run_1/zoom.png
Window x 35 to 65, y 83 to 113 µm. Cells in gray, sequential cells in the stronger gray; small squares are vias.
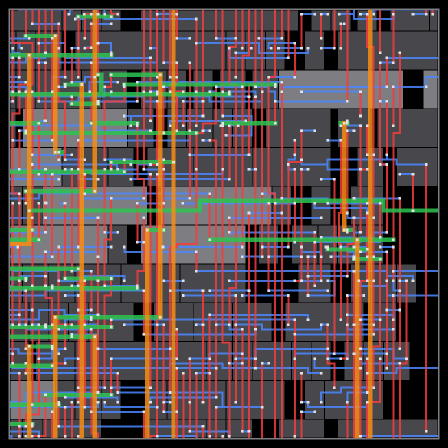
run_1/met1.png
Drawn at 3 px/µm. Supply wires on this layer in gray.
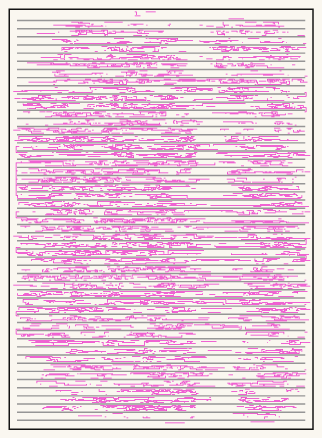
run_1/final_congestion.png
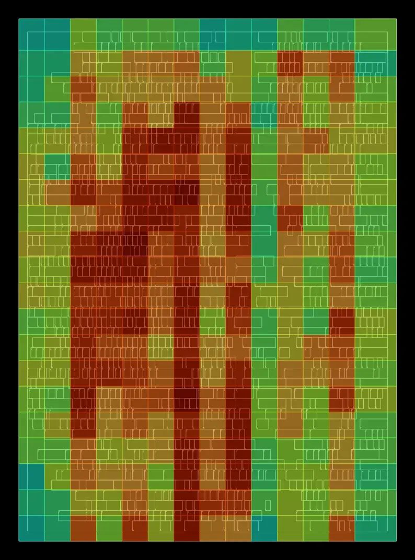
run_1/metal_stack.png
Drawn at 3 px/µm. Two of the layers only.
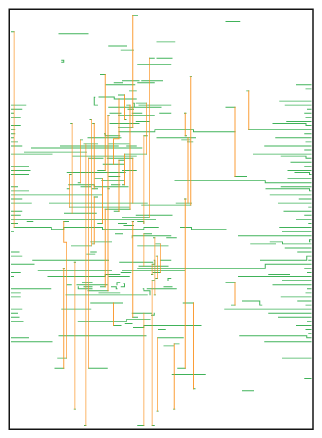
$ cat src/rtl/fetch_pkg.sv
// ---------------------------------------------------------------------------
// fetch_pkg
// Shared types and constants for the instruction-fetch stage.
//   fetch_state_t    : fetch FSM states (IDLE, WAIT, HOLD, DROP)
//   NOP_INSTR        : bubble instruction loaded into IF/ID (addi x0,x0,0)
//   RESET_PC_DEFAULT : default first fetch address after reset
// ---------------------------------------------------------------------------
package fetch_pkg;

    typedef enum logic [1:0] {
        IDLE = 2'd0,
        WAIT = 2'd1,
        HOLD = 2'd2,
        DROP = 2'd3
    } fetch_state_t;

    localparam logic [31:0] NOP_INSTR        = 32'h0000_0013;
    localparam logic [31:0] RESET_PC_DEFAULT = 32'h0000_0000;

endpackage

$ cat src/rtl/fetch_stage_if.sv
// ---------------------------------------------------------------------------
// fetch_stage_if
// Instruction-memory port between the fetch stage and instruction memory.
// Single outstanding request; the response strobe arrives >=1 cycle later.
//   imem_req    : request pulse (fetch -> memory)
//   imem_addr   : request address, valid while imem_req=1
//   imem_rvalid : response strobe (memory -> fetch)
//   imem_rdata  : instruction word, valid with imem_rvalid
// Modports: master = fetch stage, slave = memory.
// ---------------------------------------------------------------------------
interface fetch_stage_if #(
    parameter int ADDR_WIDTH = 32,
    parameter int DATA_WIDTH = 32
);
    logic                  imem_req;
    logic [ADDR_WIDTH-1:0] imem_addr;
    logic                  imem_rvalid;
    logic [DATA_WIDTH-1:0] imem_rdata;

    modport master (
        output imem_req,
        output imem_addr,
        input  imem_rvalid,
        input  imem_rdata
    );

    modport slave (
        input  imem_req,
        input  imem_addr,
        output imem_rvalid,
        output imem_rdata
    );
endinterface

$ cat src/rtl/if_id_reg.sv
// ---------------------------------------------------------------------------
// if_id_reg
// IF/ID pipeline register. Update priority each cycle:
//   flush > stall > deliver > bubble
// A bubble loads NOP_INSTR with valid=0 and keeps the PC fields unchanged.
// Ports:
//   clk, rst_n          : clock, synchronous active-low reset
//   flush, stall        : hazard controls
//   deliver             : a fetched word is presented this cycle
//   instr_in, pc_in     : the fetched word and its PC
//   instr_o, pc_o, pc_plus4_o, valid_o : register outputs
// ---------------------------------------------------------------------------
module if_id_reg
    import fetch_pkg::*;
#(
    parameter int ADDR_WIDTH = 32,
    parameter int DATA_WIDTH = 32
) (
    input  logic                  clk,
    input  logic                  rst_n,
    input  logic                  flush,
    input  logic                  stall,
    input  logic                  deliver,
    input  logic [DATA_WIDTH-1:0] instr_in,
    input  logic [ADDR_WIDTH-1:0] pc_in,
    output logic [DATA_WIDTH-1:0] instr_o,
    output logic [ADDR_WIDTH-1:0] pc_o,
    output logic [ADDR_WIDTH-1:0] pc_plus4_o,
    output logic                  valid_o
);

    localparam logic [DATA_WIDTH-1:0] NOP = DATA_WIDTH'(NOP_INSTR);

    logic [DATA_WIDTH-1:0] instr_q, instr_d;
    logic [ADDR_WIDTH-1:0] pc_q, pc_d;
    logic [ADDR_WIDTH-1:0] pc_plus4_q, pc_plus4_d;
    logic                  valid_q, valid_d;

    always_comb begin
        instr_d    = instr_q;
        pc_d       = pc_q;
        pc_plus4_d = pc_plus4_q;
        valid_d    = valid_q;
        if (flush) begin
            instr_d = NOP;
            valid_d = 1'b0;
        end else if (stall) begin
            // hold everything
        end else if (deliver) begin
            instr_d    = instr_in;
            pc_d       = pc_in;
            pc_plus4_d = pc_in + ADDR_WIDTH'(4);
            valid_d    = 1'b1;
        end else begin
            instr_d = NOP;
            valid_d = 1'b0;
        end
    end

    always_ff @(posedge clk) begin
        if (!rst_n) begin
            instr_q    <= NOP;
            pc_q       <= '0;
            pc_plus4_q <= '0;
            valid_q    <= 1'b0;
        end else begin
            instr_q    <= instr_d;
            pc_q       <= pc_d;
            pc_plus4_q <= pc_plus4_d;
            valid_q    <= valid_d;
        end
    end

    assign instr_o    = instr_q;
    assign pc_o       = pc_q;
    assign pc_plus4_o = pc_plus4_q;
    assign valid_o    = valid_q;

endmodule

$ cat src/rtl/fetch_stage.sv
// ---------------------------------------------------------------------------
// fetch_stage
// Instruction-fetch stage: owns PCF, issues at most one outstanding request
// on the instruction-memory port, buffers a word that arrives under
// StallFetch, discards responses from a squashed path, and drives IF/ID.
// Ports:
//   clk, rst_n                          : clock, synchronous active-low reset
//   StallFetch, StallDecode, FlushDecode: hazard-unit controls
//   PCSrcE, PCTargetE                   : redirect from execute
//   imem (fetch_stage_if.master)        : instruction-memory port
//   InstrD, PCD, PCPlus4D, ValidD       : IF/ID register outputs
// Optional (macro FETCH_PERF_CNT_EN):
//   wait_cycles    : cycles in WAIT without rvalid plus all DROP cycles
//   redirect_count : cycles with PCSrcE asserted
//   Both saturate at all-ones.
// ---------------------------------------------------------------------------
module fetch_stage
    import fetch_pkg::*;
#(
    parameter int                    ADDR_WIDTH = 32,
    parameter int                    DATA_WIDTH = 32,
    parameter logic [ADDR_WIDTH-1:0] RESET_PC   = ADDR_WIDTH'(RESET_PC_DEFAULT)
) (
    input  logic                  clk,
    input  logic                  rst_n,
    input  logic                  StallFetch,
    input  logic                  StallDecode,
    input  logic                  FlushDecode,
    input  logic                  PCSrcE,
    input  logic [ADDR_WIDTH-1:0] PCTargetE,
    fetch_stage_if.master         imem,
    output logic [DATA_WIDTH-1:0] InstrD,
    output logic [ADDR_WIDTH-1:0] PCD,
    output logic [ADDR_WIDTH-1:0] PCPlus4D,
`ifdef FETCH_PERF_CNT_EN
    output logic [31:0]           wait_cycles,
    output logic [31:0]           redirect_count,
`endif
    output logic                  ValidD
);

    fetch_state_t          state_q, state_d;
    logic [ADDR_WIDTH-1:0] pcf_q, pcf_d;
    logic [DATA_WIDTH-1:0] hold_q, hold_d;
    logic [ADDR_WIDTH-1:0] pcf_plus4;

    logic                  req;
    logic [ADDR_WIDTH-1:0] req_addr;
    logic                  deliver;
    logic [DATA_WIDTH-1:0] deliver_instr;

    assign pcf_plus4 = pcf_q + ADDR_WIDTH'(4);

    always_comb begin
        state_d       = state_q;
        pcf_d         = pcf_q;
        hold_d        = hold_q;
        req           = 1'b0;
        req_addr      = pcf_q;
        deliver       = 1'b0;
        deliver_instr = hold_q;

        if (PCSrcE) begin
            // Redirect beats everything; the old path's word (if any) is lost.
            pcf_d  = PCTargetE;
            hold_d = '0;
            if ((state_q == WAIT || state_q == DROP) && !imem.imem_rvalid) begin
                state_d = DROP;
            end else begin
                state_d = IDLE;
            end
        end else begin
            case (state_q)
                IDLE: begin
                    req     = 1'b1;
                    state_d = WAIT;
                end
                WAIT: begin
                    if (imem.imem_rvalid) begin
                        if (!StallFetch) begin
                            deliver       = 1'b1;
                            deliver_instr = imem.imem_rdata;
                            pcf_d         = pcf_plus4;
                            req           = 1'b1;
                            req_addr      = pcf_plus4;
                        end else begin
                            hold_d  = imem.imem_rdata;
                            state_d = HOLD;
                        end
                    end
                end
                HOLD: begin
                    if (!StallFetch) begin
                        deliver  = 1'b1;
                        pcf_d    = pcf_plus4;
                        req      = 1'b1;
                        req_addr = pcf_plus4;
                        state_d  = WAIT;
                    end
                end
                DROP: begin
                    // Squashed response: discard it and refetch from PCF.
                    if (imem.imem_rvalid) begin
                        req     = 1'b1;
                        state_d = WAIT;
                    end
                end
                default: state_d = IDLE;
            endcase
        end

        // IDLE would otherwise request while reset is still held.
        if (!rst_n) begin
            req = 1'b0;
        end
    end

    always_ff @(posedge clk) begin
        if (!rst_n) begin
            state_q <= IDLE;
            pcf_q   <= RESET_PC;
            hold_q  <= '0;
        end else begin
            state_q <= state_d;
            pcf_q   <= pcf_d;
            hold_q  <= hold_d;
        end
    end

    assign imem.imem_req  = req;
    assign imem.imem_addr = req ? req_addr : '0;

    // The delivered PC is always the pre-increment PCF.
    if_id_reg #(
        .ADDR_WIDTH (ADDR_WIDTH),
        .DATA_WIDTH (DATA_WIDTH)
    ) u_if_id (
        .clk        (clk),
        .rst_n      (rst_n),
        .flush      (FlushDecode),
        .stall      (StallDecode),
        .deliver    (deliver),
        .instr_in   (deliver_instr),
        .pc_in      (pcf_q),
        .instr_o    (InstrD),
        .pc_o       (PCD),
        .pc_plus4_o (PCPlus4D),
        .valid_o    (ValidD)
    );

`ifdef FETCH_PERF_CNT_EN
    logic [31:0] wait_cycles_q, wait_cycles_d;
    logic [31:0] redirect_count_q, redirect_count_d;

    always_comb begin
        wait_cycles_d    = wait_cycles_q;
        redirect_count_d = redirect_count_q;
        if (((state_q == WAIT && !imem.imem_rvalid) || state_q == DROP)
            && wait_cycles_q != 32'hFFFF_FFFF) begin
            wait_cycles_d = wait_cycles_q + 32'd1;
        end
        if (PCSrcE && redirect_count_q != 32'hFFFF_FFFF) begin
            redirect_count_d = redirect_count_q + 32'd1;
        end
    end

    always_ff @(posedge clk) begin
        if (!rst_n) begin
            wait_cycles_q    <= '0;
            redirect_count_q <= '0;
        end else begin
            wait_cycles_q    <= wait_cycles_d;
            redirect_count_q <= redirect_count_d;
        end
    end

    assign wait_cycles    = wait_cycles_q;
    assign redirect_count = redirect_count_q;
`endif

endmodule
$ cat src/flat_wrapper.sv
// flat-port wrapper written by rule: the top's interface ports become plain ports
module fetch_stage_flat import fetch_pkg::*;
#(
    parameter int                    ADDR_WIDTH = 32,
    parameter int                    DATA_WIDTH = 32,
    parameter logic [ADDR_WIDTH-1:0] RESET_PC   = ADDR_WIDTH'(RESET_PC_DEFAULT)
)
  (clk, rst_n, StallFetch, StallDecode, FlushDecode, PCSrcE, PCTargetE, InstrD, PCD, PCPlus4D, ValidD, imem_imem_req, imem_imem_addr, imem_imem_rvalid, imem_imem_rdata);
  fetch_stage_if #(.ADDR_WIDTH(ADDR_WIDTH), .DATA_WIDTH(DATA_WIDTH)) imem_i ();
  input  logic clk;
  input  logic rst_n;
  input  logic StallFetch;
  input  logic StallDecode;
  input  logic FlushDecode;
  input  logic PCSrcE;
  input  logic [ADDR_WIDTH-1:0] PCTargetE;
  output logic [DATA_WIDTH-1:0] InstrD;
  output logic [ADDR_WIDTH-1:0] PCD;
  output logic [ADDR_WIDTH-1:0] PCPlus4D;
  output logic ValidD;
  output wire logic [$bits(imem_i.imem_req)-1:0] imem_imem_req;
  output wire logic [$bits(imem_i.imem_addr)-1:0] imem_imem_addr;
  input wire logic [$bits(imem_i.imem_rvalid)-1:0] imem_imem_rvalid;
  input wire logic [$bits(imem_i.imem_rdata)-1:0] imem_imem_rdata;
  assign imem_imem_req = imem_i.imem_req;
  assign imem_imem_addr = imem_i.imem_addr;
  assign imem_i.imem_rvalid = imem_imem_rvalid;
  assign imem_i.imem_rdata = imem_imem_rdata;
  fetch_stage #(.ADDR_WIDTH(ADDR_WIDTH), .DATA_WIDTH(DATA_WIDTH), .RESET_PC(RESET_PC)) u_core (.clk(clk), .rst_n(rst_n), .StallFetch(StallFetch), .StallDecode(StallDecode), .FlushDecode(FlushDecode), .PCSrcE(PCSrcE), .PCTargetE(PCTargetE), .imem(imem_i), .InstrD(InstrD), .PCD(PCD), .PCPlus4D(PCPlus4D), .ValidD(ValidD));
endmodule
$ cat config.mk
export PLATFORM = sky130hd
export DESIGN_NAME = fetch_stage_flat
export DESIGN_NICKNAME = d
export VERILOG_FILES = /design/src/rtl/fetch_pkg.sv /design/src/rtl/fetch_stage_if.sv /design/src/rtl/if_id_reg.sv /design/src/rtl/fetch_stage.sv /design/src/flat_wrapper.sv
export SDC_FILE = /design/constraint.sdc
export NUM_CORES = 1
export LEC_CHECK = 0
export ABC_AREA = 1
export CAP_MARGIN = 0
export CORE_ASPECT_RATIO = 1.4
export CORE_MARGIN = 2
export CORE_UTILIZATION = 60
export CTS_CLUSTER_SIZE = 10
export DETAILED_ROUTE_END_ITERATION = 6
export DONT_BUFFER_PORTS = 1
export PLACE_DENSITY = 0.85
export SLEW_MARGIN = 20
export SYNTH_ARGS = -nofsm -noshare
export SYNTH_HDL_FRONTEND = slang
export SYNTH_SLANG_ARGS = --single-unit
$ cat constraint.sdc
create_clock -name clk -period 3.1 [get_ports clk]
set_clock_uncertainty 0.2 [all_clocks]
set_input_delay 0.62 -clock clk [delete_from_list [all_inputs] [get_ports clk]]
set_output_delay 0.62 -clock clk [all_outputs]
set_load 0.01 [all_outputs]
==> summary.txt, run 1 <==
yosys + openroad results -> Mapped Nets=between 1000 and 1500, most frequent cells in the layout=371 x nand2_1, 177 x a21oi_1, 142 x dfxtp_1, 122 x o21ai_0, 94 x inv_1, syn_area_per_cell=6.56 µm², HPWL Detailed=roughly 15000 µm, Max Fclk=322 MHz, Final Cell Area=0.00918 mm², highest-power group=sequential cells, DIE WIDTH=about 100 µm, cts bufs inserted=17, P_comb=~0.63 mW, Worst Path Max Fanout=5, maximum VDD drop=between 0.3 and 0.4 mV, Crit path largest cell delay=0.38 ns, Sw Pwr=1.33 mW, clock slew at reported path FFs=about 0.070 ns, final hold vios=0, PostCTS Resize Cnt=21, Switching Share=between 20% and 30%, initial antenna violation count=1, Tap Count=~150, FP Core Util=around 61%, logic share of the area=44.8%, Commonest Layout Cell=nand2_1, FF+latch area=about 0.0033 mm², buffer share of cell area=under 10%, clock group power=roughly 2.2 mW, # fillers=about 1000, Layout clock area frac=under 10%, CP Cell Sequence=inv_1 -> nor2_4 -> nand2_1 -> nor2_2 -> xnor2_1 -> nand2_1 -> nand2_1 -> nand2_1 -> nand2_1 -> a21oi_1 -> buf_4, Yosys cell types=34, WL met1=approximately 8500 µm, Core Rows=slightly below 50, area leader, netlist=dfxtp_1, CTS Buffer Depth=2, main flop type=dfxtp_1, fin crit period=3.11 ns, Core ar.=0.0128 mm², WP buf/inv=2, DR iter-0 viols=~680, gp weighted congestion=around 1, Final Setup Violations=1, clock buffer count=20, Met3 Routed Length=2000 µm, Post-CTS Hold Buffers=0, Area leader share=around 41%, MI comb area=0.00411 mm², Post-Synthesis Cells=1200, Critical Path RT=about 2.3 ns, critical setup path kind=reg2out, internal power=3.66 mW, Seq area share=a little over a third, Biggest Area Class=multi-input combinational cells, Crit path max-delay family=simple AND/OR/NAND/NOR gates, FF+latch count, synth=about 160, Worst-Skew Late Latency=between 0.4 and 0.5 ns, Critical Path AT=between 2 and 2.5 ns, final WL=~23000 µm, routed vias/inst=5.74, Overall Power=approximately 5 mW, Post-DP Area=between 0.008 and 0.009 mm², Root Buffer=clkbuf_16, postcts setup bufs=2, Reg power frac=43.9%, Cell area leaders=dfxtp_1 41%, nand2_1 18%, a21oi_1 12%, grt ovf=0, Wirelength per Cell=between 15 and 20 µm, CP endpoint kind=primary output, final setup margin=-0.0101 ns, Final Max Tran Viols=0, count of library flops with an enable pin=0, Ant. Diodes=1, cycle use final=100%, total die size=0.0141 mm², Yosys Chip Area=roughly 0.008 mm², first-pass GRT wire length=35200 µm, Synth Seq Share=around two fifths, Residual DRC=0, Worst Tran Pin Value=a little over 0.7 ns, hold crit path type=in2reg, Via Count=between 7000 and 8000, CTS tree=done, Fin Setup TNS=-0.0101 ns, IO buf count=0, max-cap violation count=0, Multi-In Gates=857, Seq cells=161, Leakage=between 3 and 4 nW, largest net degree at the start of global routing=approximately 73, drt first pass iters=6, Synth async-reset ratio=0%, Signal inverters=104, PwrDens=544 mW/mm², Area Overhead vs Synth=16.7%, Non-CTS buffers=71, Gate power share=around an eighth, status=complete, but fails checks, Critical Path Start Type=flip-flop, Ports=201, met1 Track Usage GR=35.0%, failing checks=setup timing, yosys cell count=1200, share of layout cells above drive strength 1=14.5%, Worst path slowest cell=dfxtp_4, most used cell, CP=nand2_1, Setup WS pre-CTS=roughly 0.25 ns, vias in the first global route=about 7200, Seq. pwr=around 2.2 mW, H-tree level count=4
## Picture notes: zoom.png
[met2] red
[met1] blue
[met4] orange
[met3] green
sequential cells in the window: 6
cells with their middle in the window: 95
most frequent: nand2_1 (23), o21ai_0 (13), inv_1 (10)
netlist names of flops here include: u_core.u_if_id.pc_plus4_o (3), u_core.state_q (2)

## Picture notes: met1.png
share of all routed wire: 37%
main direction: horizontal
nets with wire on the layer: 1201
wire length on this layer: 8490 µm

## Picture notes: final_congestion.png
met3 GRT Util: 6.28%
GRT met2 Usage: 53.2%
most used routing layer: met2
final core utilization: 71.7%
GRT Util Overall: 31.2%

## Picture notes: metal_stack.png
[met3] green | wire length: 2000 µm
[met4] orange | wire length: 1290 µm

run 1: sequential cells by signal (all words and copies together), names as in the netlist:
| register | flops |
|---|---|
| u_core.hold_q | 32 |
| u_core.pcf_q | 32 |
| u_core.state_q | 2 |
| u_core.u_if_id.instr_o | 32 |
| u_core.u_if_id.pc_o | 32 |
| u_core.u_if_id.pc_plus4_o | 30 |
| u_core.u_if_id.valid_o | 1 |
run 1: worst paths after layout:
| kind | start | end | slack [ns] | depth (start not counted) |
|---|---|---|---|---|
| hold reg to reg | u_core.hold_q[13] | u_core.hold_q[13] | 0.24 | 2 |
| hold / removal | rst_n | u_core.state_q[0] | 0.13 | 2 |
| setup / recovery | u_core.pcf_q[2] | imem_imem_addr[15] | -0.01 | 11 |
| setup reg to reg | u_core.state_q[1] | u_core.u_if_id.pc_o[5] | 0.30 | 16 |
run 1: cells by family after synthesis:
family	synth area share, %
adders and majority gates	0.795
DFF	41.0
AOI/OAI and AO/OA	22.1
buffers and inverters	9.60
xor gates and xnor gates	1.56
and+or+nand+nor	25.0
run 1: synthesized netlist by cell type, drive strengths merged, types with 2 or more instances:
library cell,n
a211oi,2
o22ai,6
nand3,30
a31oi,3
nand2,384
dfxtp,161
ha,5
xnor2,3
o21ai,128
o211ai,10
nor3,2
nor2,80
buf,27
xor2,11
inv,103
a21oi,187
clkbuf,51
run 1: through the flow:
step           std cells  hold slack [ns]  util (%)
2_1_floorplan       1200            0.225         -
3_3_place_gp        1335            0.232      64.0
3_5_place_dp        1335            0.236      64.0
4_1_cts             1368            0.127      69.4
5_1_grt             1377            0.122      71.6
6_report            1378            0.133      71.7
==> run 2, diff against run 1 <==
- CELL_PAD_IN_SITES_DETAIL_PLACEMENT: not set -> 2
- CELL_PAD_IN_SITES_GLOBAL_PLACEMENT: not set -> 2
- CORE_UTILIZATION: 60 -> 33
- PLACE_DENSITY: 0.85 -> 0.87
run_2/gate_families.png
Drawn at 2 px/µm.
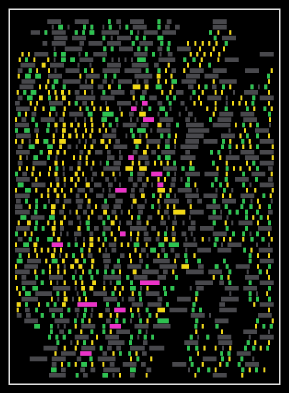
[inverting AOI/OAI gates] green | cells: 338 | most used: a21oi_1 | where: spread over the die
[NAND gates] yellow | cells: 416 | most used: nand2_1 | where: spread over the die
[XOR/XNOR gates] magenta | cells: 14 | most used: xor2_2
Commonest Layout Cell: nand2_1
Finished Layout Cells: 1575
logic share of the area: 44.3%

==> run 2 against run 1 <==
The run still ends with setup timing left. Global-route usage down 3.1 points. Largest power group unchanged. Power up 6.1%. Maximum frequency down 4.1%. Via count up 12%. Area after synthesis unchanged. Sequential power about the same. Worst hold slack worse by 0.022 ns. Die size up 79%. Wire length up 75%.
==> summary.txt, run 2 <==
yosys + openroad results -> Core Rows=66, IO buf count=0, Crit Reg-Reg Startpoint=u_core.state_q[1], grt ovf=0, area leader, netlist=dfxtp_1, vias in the first global route=~9400, CTS Buffer Depth=2, Residual DRC=0, Via Count=~8900, Sw Pwr=1.70 mW, Critical Path RT=approximately 2.3 ns, Post-CTS Hold Buffers=0, Critical Path AT=2.42 ns, Root Buffer=clkbuf_16, yosys warns=0, Yosys cell types=34, Area leader share=between 40% and 50%, H-tree level count=4, FF+latch count, synth=161, Synth Area in Adders=0.795%, final setup margin=-0.142 ns, Mapped Nets=1276, CP endpoint kind=primary output, PwrDens=around 520 mW/mm², commonest cells in the synthesized netlist=383 x nand2_1, 187 x a21oi_1, 161 x dfxtp_1, 126 x o21ai_0, 97 x inv_1, met1 Track Usage GR=between 20% and 30%, Worst path slowest cell=dfxtp_4, Max Fclk=a little over 300 MHz, internal power=3.60 mW, P_comb=between 0.9 and 1 mW, FF+latch area=between 0.003 and 0.004 mm², number of clock sinks=161, share of layout cells above drive strength 1=25.2%, drt first pass iters=4, Wirelength per Cell=between 20 and 30 µm, Crit path largest cell delay=roughly 0.38 ns, Synth async-reset ratio=0%, hold crit path type=in2reg, routed vias/inst=5.65, Switching Share=between 30 and 40%, number of nets in the layout=1331, DIE WIDTH=between 100 and 150 µm, worst hold margin=0.111 ns, Final Max Tran Viols=0, cycle use final=105%, DR iter-0 viols=between 400 and 500, Final Setup Violations=28, worst setup path startpoint=u_core.state_q[1], CP Cell Sequence=inv_4 -> ha_4 -> nand2_4 -> nand2_4 -> inv_6 -> nor2_4 -> clkinv_4 -> nor2_4 -> inv_2 -> o22ai_2 -> nand2_2 -> a21oi_2 -> buf_4, yosys cell count=between 1000 and 1500, FP Core Util=33.7%, relative slew slack=between 40% and 50%, maximum VDD drop=about 0.44 mV, met3 GRT Util=under 10%, Gate power share=18.0%, clock slew at reported path FFs=0.09 ns, Antenna Nets Post-Route=0, cts bufs inserted=17, Worst Tran Pin Value=a little under 0.8 ns, max-cap violation count=0, Yosys Chip Area=about 0.0079 mm², most common cell in the synthesized netlist=nand2_1, highest-power group=sequential cells, Worst-Skew Late Latency=approximately 0.46 ns, fin crit period=3.24 ns, Synth Seq Share=between 40% and 50%, Core ar.=about 0.023 mm², # fillers=between 2000 and 3000, final hold vios=0, GRT Util Overall=between 20% and 30%, xor/xnor share=approximately 1.6%, MI comb area=roughly 0.0045 mm², Reg power frac=41.6%, syn_area_per_cell=approximately 6.6 µm², Crit path max-delay family=simple AND/OR/NAND/NOR gates, initial antenna violation count=0, clock group power=between 2 and 2.5 mW, HPWL Detailed=about 23000 µm, Post-Synthesis Cells=approximately 1200, status=complete, but fails checks, CTS tree=done, simple share=25.0%, final WL=~40000 µm, unrepaired setup endpoints after global routing=yes, Ports=approximately 200, Compound Share, Synth=between 20% and 30%, Worst Path Max Fanout=7, Seq. pwr=2.21 mW, Mux cell area share=0%, HP Start=PCTargetE[6], total die size=0.0251 mm², WP buf/inv=5, critical setup path kind=reg2out, count of library flops with an enable pin=0, most frequent cells in the layout=343 x nand2_1, 152 x a21oi_1, 134 x dfxtp_1, 117 x o21ai_0, 96 x buf_4, Cell area leaders=dfxtp_1 41%, nand2_1 18%, a21oi_1 12%, synthesized cell area=around 0.0079 mm², gp weighted congestion=0.849, largest net degree at the start of global routing=roughly 73, failing checks=setup timing, Leakage=3.91 nW, Log Warnings=31, first-pass GRT wire length=approximately 54000 µm, comb area leader=simple AND/OR/NAND/NOR gates, clock share of power=between 40% and 50%, Area Overhead vs Synth=29.3%, Critical Path Start Type=flip-flop, GRT met2 Usage=approximately 52%, most used routing layer=met2, Die Y=between 150 and 200 µm, final core utilization=a little over two fifths, Setup WS pre-CTS=between 0.03 and 0.04 ns, main flop type=dfxtp_1
## run 2: cell families (layout without fill, tap and decap cells)
group,Yosys count,in the layout
AOI/OAI and AO/OA,338,338
xor gates and xnor gates,14,14
adders and majority gates,5,5
buffers and inverters,182,250
DFF,161,161
other,0,1
and+or+nand+nor,500,500
## run 2: area by class of cell
class,count,area share [%]
timing repair buffer,113,9.77
sequential,161,32.3
antenna,1,0.0246
timing repair inverter,1,0.111
multi-input combinational,857,44.3
clock buffer,19,4.35
inverter,104,4.05
clock inverter,13,1.27
tap,306,3.76
## run 2: worst paths after layout
| path | to | slack [ns] | cells past startpoint |
|---|---|---|---|
| max reg2reg | u_core.u_if_id.pc_o[2] | 0.06 | 17 |
| min reg2reg | u_core.hold_q[12] | 0.25 | 2 |
| max | imem_imem_addr[3] | -0.14 | 13 |
| min | u_core.pcf_q[6] | 0.11 | 2 |
## run 2: through the flow
| stage | std cells | total power, mW | setup TNS [ns] | instance area [µm²] |
|---|---|---|---|---|
| floorplan | 1200 | 2.63 | 0 | 7870 |
| global placement | 1504 | 2.84 | 0 | 8520 |
| detailed placement | 1504 | 2.87 | 0 | 8520 |
| CTS | 1549 | 5.09 | -0.0783 | 9510 |
| global route | 1574 | 5.48 | -4.21 | 10200 |
| finish | 1575 | 5.30 | -1.65 | 10200 |
## run 2: metal layers
layer / vias up / share of wire, %
met2: 358 / 53
met5: - / 0
met4: 0 / 6.7
li1: 3955 / -
met1: 4432 / 35
met3: 150 / 5.9
## run 2: repair_timing
item / CTS / global route
resized: 89 / 143
cloned: 2 / 0
buffers inserted: 11 / 26
pin swaps: 12 / 44
setup endpoints to repair: 32 / 32
==> run 3, diff against run 2 <==
- ABC_AREA: 1 -> not set
- CORE_UTILIZATION: 33 -> 36
- PLACE_DENSITY: 0.87 -> 0.88
run_3/zoom.png
Window x 49 to 79, y 110 to 140 µm. Cells in gray, sequential cells in the stronger gray; small squares are vias.
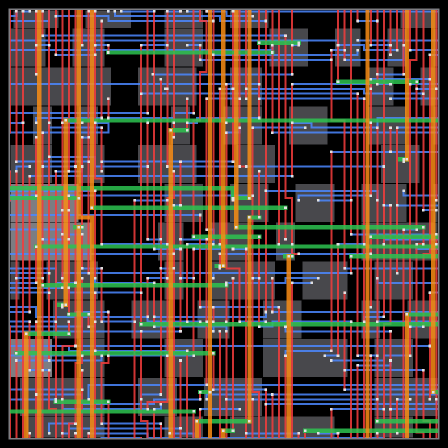
[met3] green
[met1] blue
[met4] orange
[met2] red
sequential cells in the window: 2
netlist names of flops here include: u_core.pcf_q (2)
cells with their middle in the window: 53
most frequent: buf_4 (18), nor2_1 (4)

==> run 3 against run 2 <==
The run still ends with setup timing left. Flip-flop count stayed put. Sequential share of layout area is 2.5 points lower. Power is 3.1% higher. Worst hold slack worse by 0.027 ns. Largest cell class unchanged.
==> summary.txt, run 3 <==
yosys + openroad results -> status=complete, but fails checks, failing checks=setup timing, Non-CTS buffers=just over 200, Critical Path RT=2.28 ns, CTS tree=done, GRT met2 Usage=63.2%, Synth Seq Share=41.4%, Antenna Nets Post-Route=0, Mapped Nets=1065, Yosys cell types=~55, R2R setup slack=between 0.15 and 0.2 ns, Worst Path Max Fanout=5, Biggest Area Class=multi-input combinational cells, # fillers=roughly 2200, first-pass GRT wire length=62100 µm, PwrDens=about 500 mW/mm², largest net degree at the start of global routing=~50, P_comb=between 0.8 and 0.9 mW, Via Count=slightly above 9000, count of library flops with an enable pin=0, Synth async-reset ratio=0%, Root Buffer=clkbuf_16, initial antenna violation count=3, Core ar.=0.0212 mm², final hold vios=0, Tap Count=~260, logic share of the area=44.6%, routed vias/inst=around 6.6, number of clock sinks=~160, Synth Area in Adders=less than 1%, unrepaired setup endpoints after global routing=yes, Area Overhead vs Synth=41.1%, Core Rows=63, Post-CTS Hold Buffers=0, Commonest Layout Cell=buf_4, cts bufs inserted=17, yosys warns=0, Area leader share=between 40% and 50%, Seq cells=161, Layout clock area frac=under 10%, Worst Tran Pin Value=~0.75 ns, Sw Pwr=approximately 1.7 mW, Cell area leaders=dfxtp_1 41%, nand2_1 8.1%, a21oi_1 7.3%, Signal inverters=12, clock share of power=roughly 45%, met3 GRT Util=approximately 10%, Residual DRC=0, MI comb area=around 0.0049 mm², main flop type=dfxtp_1, cycle use final=115%, simple share=23.1%, final core utilization=51.8%, final WL=around 47000 µm, buffer share of cell area=between 10% and 20%, grt ovf=0, internal power=3.81 mW, Switching Share=a little under a third, Final Max Tran Viols=0, Multi-In Gates=around 730, syn_area_per_cell=~7.9 µm², clock buffer count=17, relative slew slack=between 40% and 50%, Die Y=approximately 180 µm, H-tree level count=4, vias in the first global route=roughly 10000, yosys cell count=approximately 990, gp weighted congestion=approximately 0.90, Ant. Diodes=0, synthesized cell area=0.00778 mm², final setup margin=-0.457 ns, Seq. pwr=about 2.2 mW, Critical Path Start Type=flip-flop, Post-Synthesis Cells=roughly 990, commonest cells in the synthesized netlist=169 x nand2_1, 161 x dfxtp_1, 113 x a21oi_1, 110 x nor2_1, 62 x o21ai_0, area leader, netlist=dfxtp_1, Leakage=3.89 nW, Reg power frac=40.2%, Worst-Skew Late Latency=roughly 0.47 ns, hold crit path type=in2reg, Max Fclk=281 MHz, FF+latch count, synth=between 150 and 200, most common cell in the synthesized netlist=nand2_1, IO buf count=0, maximum VDD drop=about 0.46 mV, FF+latch area=roughly 0.0033 mm², most used routing layer=met2, most frequent cells in the layout=161 x buf_4, 159 x nand2_1, 141 x dfxtp_1, 99 x nor2_1, 98 x a21oi_1, Yosys Chip Area=roughly 0.0078 mm², worst hold margin=approximately 0.084 ns, met1 Track Usage GR=38.0%, xor/xnor share=between 3 and 4%, drt first pass iters=5, comb area leader=simple AND/OR/NAND/NOR gates, CTS Buffer Depth=2, critical setup path kind=reg2out, FP Core Util=between 30% and 40%, highest-power group=clock, Seq area share=29.8%, total die size=~0.023 mm², fin crit period=3.56 ns, DR iter-0 viols=a little under 700, clock group power=between 2 and 2.5 mW, Critical Path AT=roughly 2.7 ns, Mux cell area share=4.68%, GRT Util Overall=36.2%, Final Setup Violations=30, Log Warnings=31, Ports=201, HPWL Detailed=around 23000 µm, share of layout cells above drive strength 1=33.7%, DIE WIDTH=128 µm, Compound Share, Synth=21.3%, max-cap violation count=0, number of nets in the layout=about 1200
## run 3: netlist changes by cell type after synthesis, sizes merged, moves of 15 or more
cell | before | now
nand2 | 384 | 169
inv | 103 | 10
a21oi | 187 | 113
o21ai | 128 | 62
mux2i | 0 | 33
nor2 | 80 | 111
a2bb2oi | 0 | 29
a211oi | 2 | 21
nand4 | 1 | 18
nand3 | 30 | 15
nor3 | 2 | 17
## run 3: final timing paths
| kind | startpoint | endpoint | cells after the start |
|---|---|---|---|
| setup / recovery | u_core.pcf_q[2] | imem_imem_addr[25] | 10 |
| setup reg to reg | u_core.state_q[0] | u_core.u_if_id.pc_plus4_o[11] | 9 |
| hold reg to reg | u_core.hold_q[24] | u_core.hold_q[24] | 2 |
| hold / removal | imem_imem_rdata[14] | u_core.hold_q[14] | 2 |
## run 3: routing by layer
layer	vias to the layer above	routed length, µm
li1	3737	-
met1	4566	16600
met2	601	23000
met3	251	3980
met4	6	3370
met5	-	42
## run 3: metrics by stage
stage               setup slack, ns  instances  instance area, µm²  power, mW  setup TNS, ns
floorplan                     0.106        989                7780       2.52              0
global placement            -0.0325       1282                8710       2.71        -0.0325
detailed placement           -0.113       1282                8710       2.74         -0.603
CTS                          -0.221       1369               10600       5.27          -2.61
global route                 -0.507       1393               11000       5.57          -9.45
finish                       -0.457       1393               11000       5.46          -8.39
## run 3: critical path, cell delays in order (launching register included)
cell	delay, ns
dfxtp_4	0.40
buf_6	0.11
nand4_1	0.19
buf_12	0.22
nor4_4	0.15
buf_4	0.19
nand4_1	0.16
buf_4	0.20
o211ai_1	0.32
a21oi_2	0.14
buf_4	0.18
## run 3: repair_timing
item | 4_1_cts | 5_1_grt
pin swaps | 60 | 32
setup endpoints to repair | 33 | 30
resized | 186 | 43
gates cloned | 2 | 1
setup buffers | 54 | 27
Power is estimated from default activity; no workload was simulated.
